==> config.mk <==
export PLATFORM = sky130hd
export DESIGN_NAME = imem_loader
export DESIGN_NICKNAME = d
export VERILOG_FILES = /design/src/rtl/imem_loader_pkg.sv /design/src/rtl/imem_loader_byte_packer.sv /design/src/rtl/imem_loader.sv
export SDC_FILE = /design/constraint.sdc
export NUM_CORES = 1
export LEC_CHECK = 0
export CAP_MARGIN = 20
export CELL_PAD_IN_SITES_DETAIL_PLACEMENT = 1
export CELL_PAD_IN_SITES_GLOBAL_PLACEMENT = 2
export CORE_ASPECT_RATIO = 1.2
export CORE_UTILIZATION = 28
export CTS_CLUSTER_DIAMETER = 50
export DETAILED_ROUTE_END_ITERATION = 7
export PLACE_DENSITY = 0.8
export SYNTH_ARGS = -nofsm -noshare
export SYNTH_HDL_FRONTEND = slang
export SYNTH_SLANG_ARGS = --single-unit
==> constraint.sdc <==
create_clock -name clk -period 3 [get_ports clk]
set_input_delay 0.6 -clock clk [delete_from_list [all_inputs] [get_ports clk]]
set_output_delay 0.6 -clock clk [all_outputs]
set_load 0.02 [all_outputs]
clk_routes.png
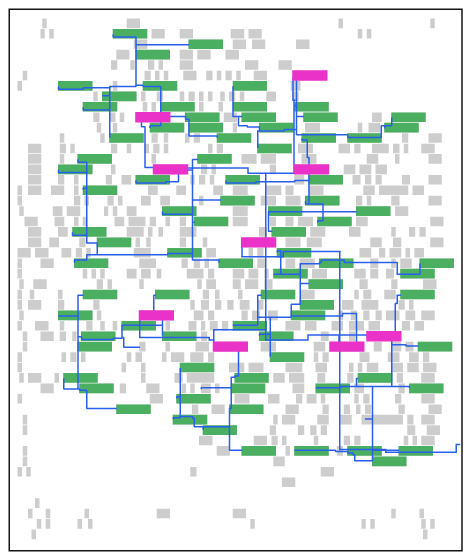
[blue] clock wires | length: 1180 um
[magenta] clock drivers | count: 9
[green] flip-flops | count: 83
routed clock nets: 10
part of the power in the clock network: 27.6%
Skew-Pair Late Insertion Delay: 0.34 ns
clk_skew: 0.00972 ns

metal_density.png
Bar = 20 um. 24 x 28 tiles, from dark purple (low) to yellow (high), scaled to the fullest tile. Values are wire area over tile area, all layers added.
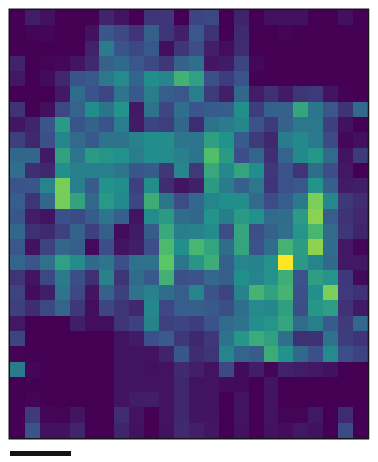
mean over tiles: 0.11
emptiest ninth of the die: bottom left
densest ninth of the die: middle
GRT Util Overall: 15.1%
routed via count: 3522

placement.png
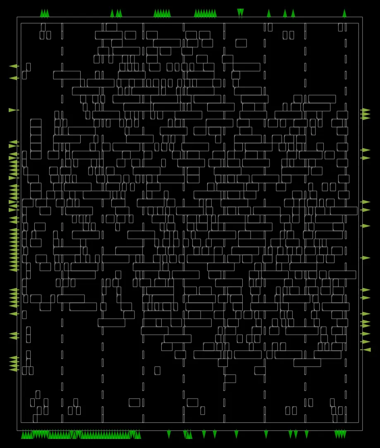
# fillers: 1828
CORE AREA: 0.0156 mm^2

flops_by_reg.png
Other sequential cells in the stronger grey, the rest of the logic in the fainter grey.
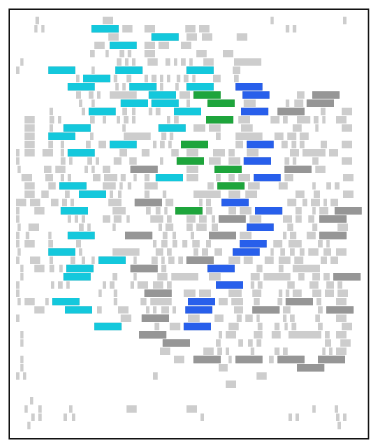
| colour | signal | placed flops |
|---|---|---|
| cyan | `u_packer.o_word` | 32 |
| green | `r_n_lo` | 8 |
| blue | `r_n` | 16 |
not coloured: 27
sequential power: 1.60 mW
FF/Latch Area: 0.00208 mm^2

==> impl_metrics.py <==
# Metrics from the implementation run
metrics = {
    "drt": {
        "wl_per_cell_um": 16.1,
        "dr.first_iter.drc_count": 159,
        "wirelength_um": 12100,
        "ant_nets": 0,
    },
    "die": {
        "dieArea_mm2": 0.0166,
        "initCoreUtil_pct": 28.8,
        "num_rows": 50,
    },
    "logic_synthesis": {
        "ys_types": 53,
        "ys_area_mm2": 0.00450,
        "ys_sh_aoi_pct": 11.5,
        "top_logic_kind": "simple AND/OR/NAND/NOR gates",
        "synthArstFlopShare_pct": 100,
        "syn-cell-area_mm2": 0.00450,
        "adder_share_pct": 1.67,
        "ys_cells": 466,
        "synth_seq_share_pct": 46.2,
    },
    "finish": {
        "comb_cells": 352,
        "lay_top_count": "nand2_1",
        "stdcell_count": 751,
    },
    "critical_path": {
        "path_buffers": 1,
        "r2r_cells": 9,
        "crit_required_ns": 3.25,
        "critPathLaunchType": "register",
    },
    "final_timing": {
        "hold_viol": 0,
        "rsz0062_at_grt": "false",
        "finalSetupTns_ns": 0,
        "finalSetupViolations": 0,
        "tightest_slew_ns": 0.523,
        "finalClockPeriodUsage_pct": 88.9,
        "slew_headroom_pct": 65.1,
    },
    "place": {
        "place.gp.congestion": 0.806,
        "io_buffers": 64,
    },
    "grt": {
        "antenna_found_initial": 0,
        "grt_pass1_vias": 3668,
        "grt_pass1_wl_um": 19600,
    },
    "min_path": {
        "hold_depth": 2,
    },
    "clock_tree": {
        "cts_tree": "done",
        "clock_sink_count": 83,
        "cts_resized": 0,
    },
    "status": {
        "status": "completed",
    },
    "power_and_ir_drop": {
        "ir_drop_uv": 277,
    },
}
-- cells in the mapped netlist (all sizes together) (2+ instances only) --
master	n	share of area [%]
nor4	8	1.4
o22ai	2	0.28
dfrtp	83	46
nand3b	2	0.33
nor3	8	0.89
mux2	24	6.0
clkbuf	9	0.83
ha	6	1.7
and3	3	0.45
buf	60	10
a211o	2	0.45
a21oi	12	1.3
and4	4	0.78
xnor2	13	2.5
nand3	12	1.6
nor2	15	1.5
a31oi	4	0.70
o21ai	57	6.3
nor3b	3	0.50
or4	2	0.33
nand2	85	7.1
and2	4	0.58
o31ai	6	1.0
inv	10	0.83
mux2i	3	0.67
nand4	6	1.2
xor2	10	1.9
-- power groups by stage --
| stage | clock network (mW) | registers (mW) | logic [mW] |
|---|---|---|---|
| after floorplan | 0 | 1.63 | 0.836 |
| after global placement | 0 | 1.61 | 1.19 |
| after detailed placement | 0 | 1.63 | 1.25 |
| after CTS | 1.11 | 1.61 | 1.26 |
| after global routing | 1.16 | 1.65 | 1.37 |
| final | 1.08 | 1.60 | 1.24 |
-- worst min-delay path: stages, from the launching register on --
cell and delay [ns]:
dfrtp_1 0.34, nand2_1 0.05, o21ai_0 0.06
-- per-layer routing --
layer  wire length, um  share of wire, %  track usage [%]
met1              5210                43             17.7
met2              6360                53             27.6
met3               414               3.4             3.11
met4               128               1.1             4.72
met5                 0                 0                0
-- through the flow --
stage	setup slack [ns]	hold WS, ns	total power [mW]	area (um^2)
final	0.332	0.488	3.93	5510
after global placement	0.299	0.466	2.81	5230
after CTS	0.303	0.493	3.98	5510
after global routing	0.0695	0.518	4.17	5510
after floorplan	0.263	0.498	2.47	4680
after detailed placement	0.183	0.479	2.88	5230
Power and IR drop assume default switching activity.
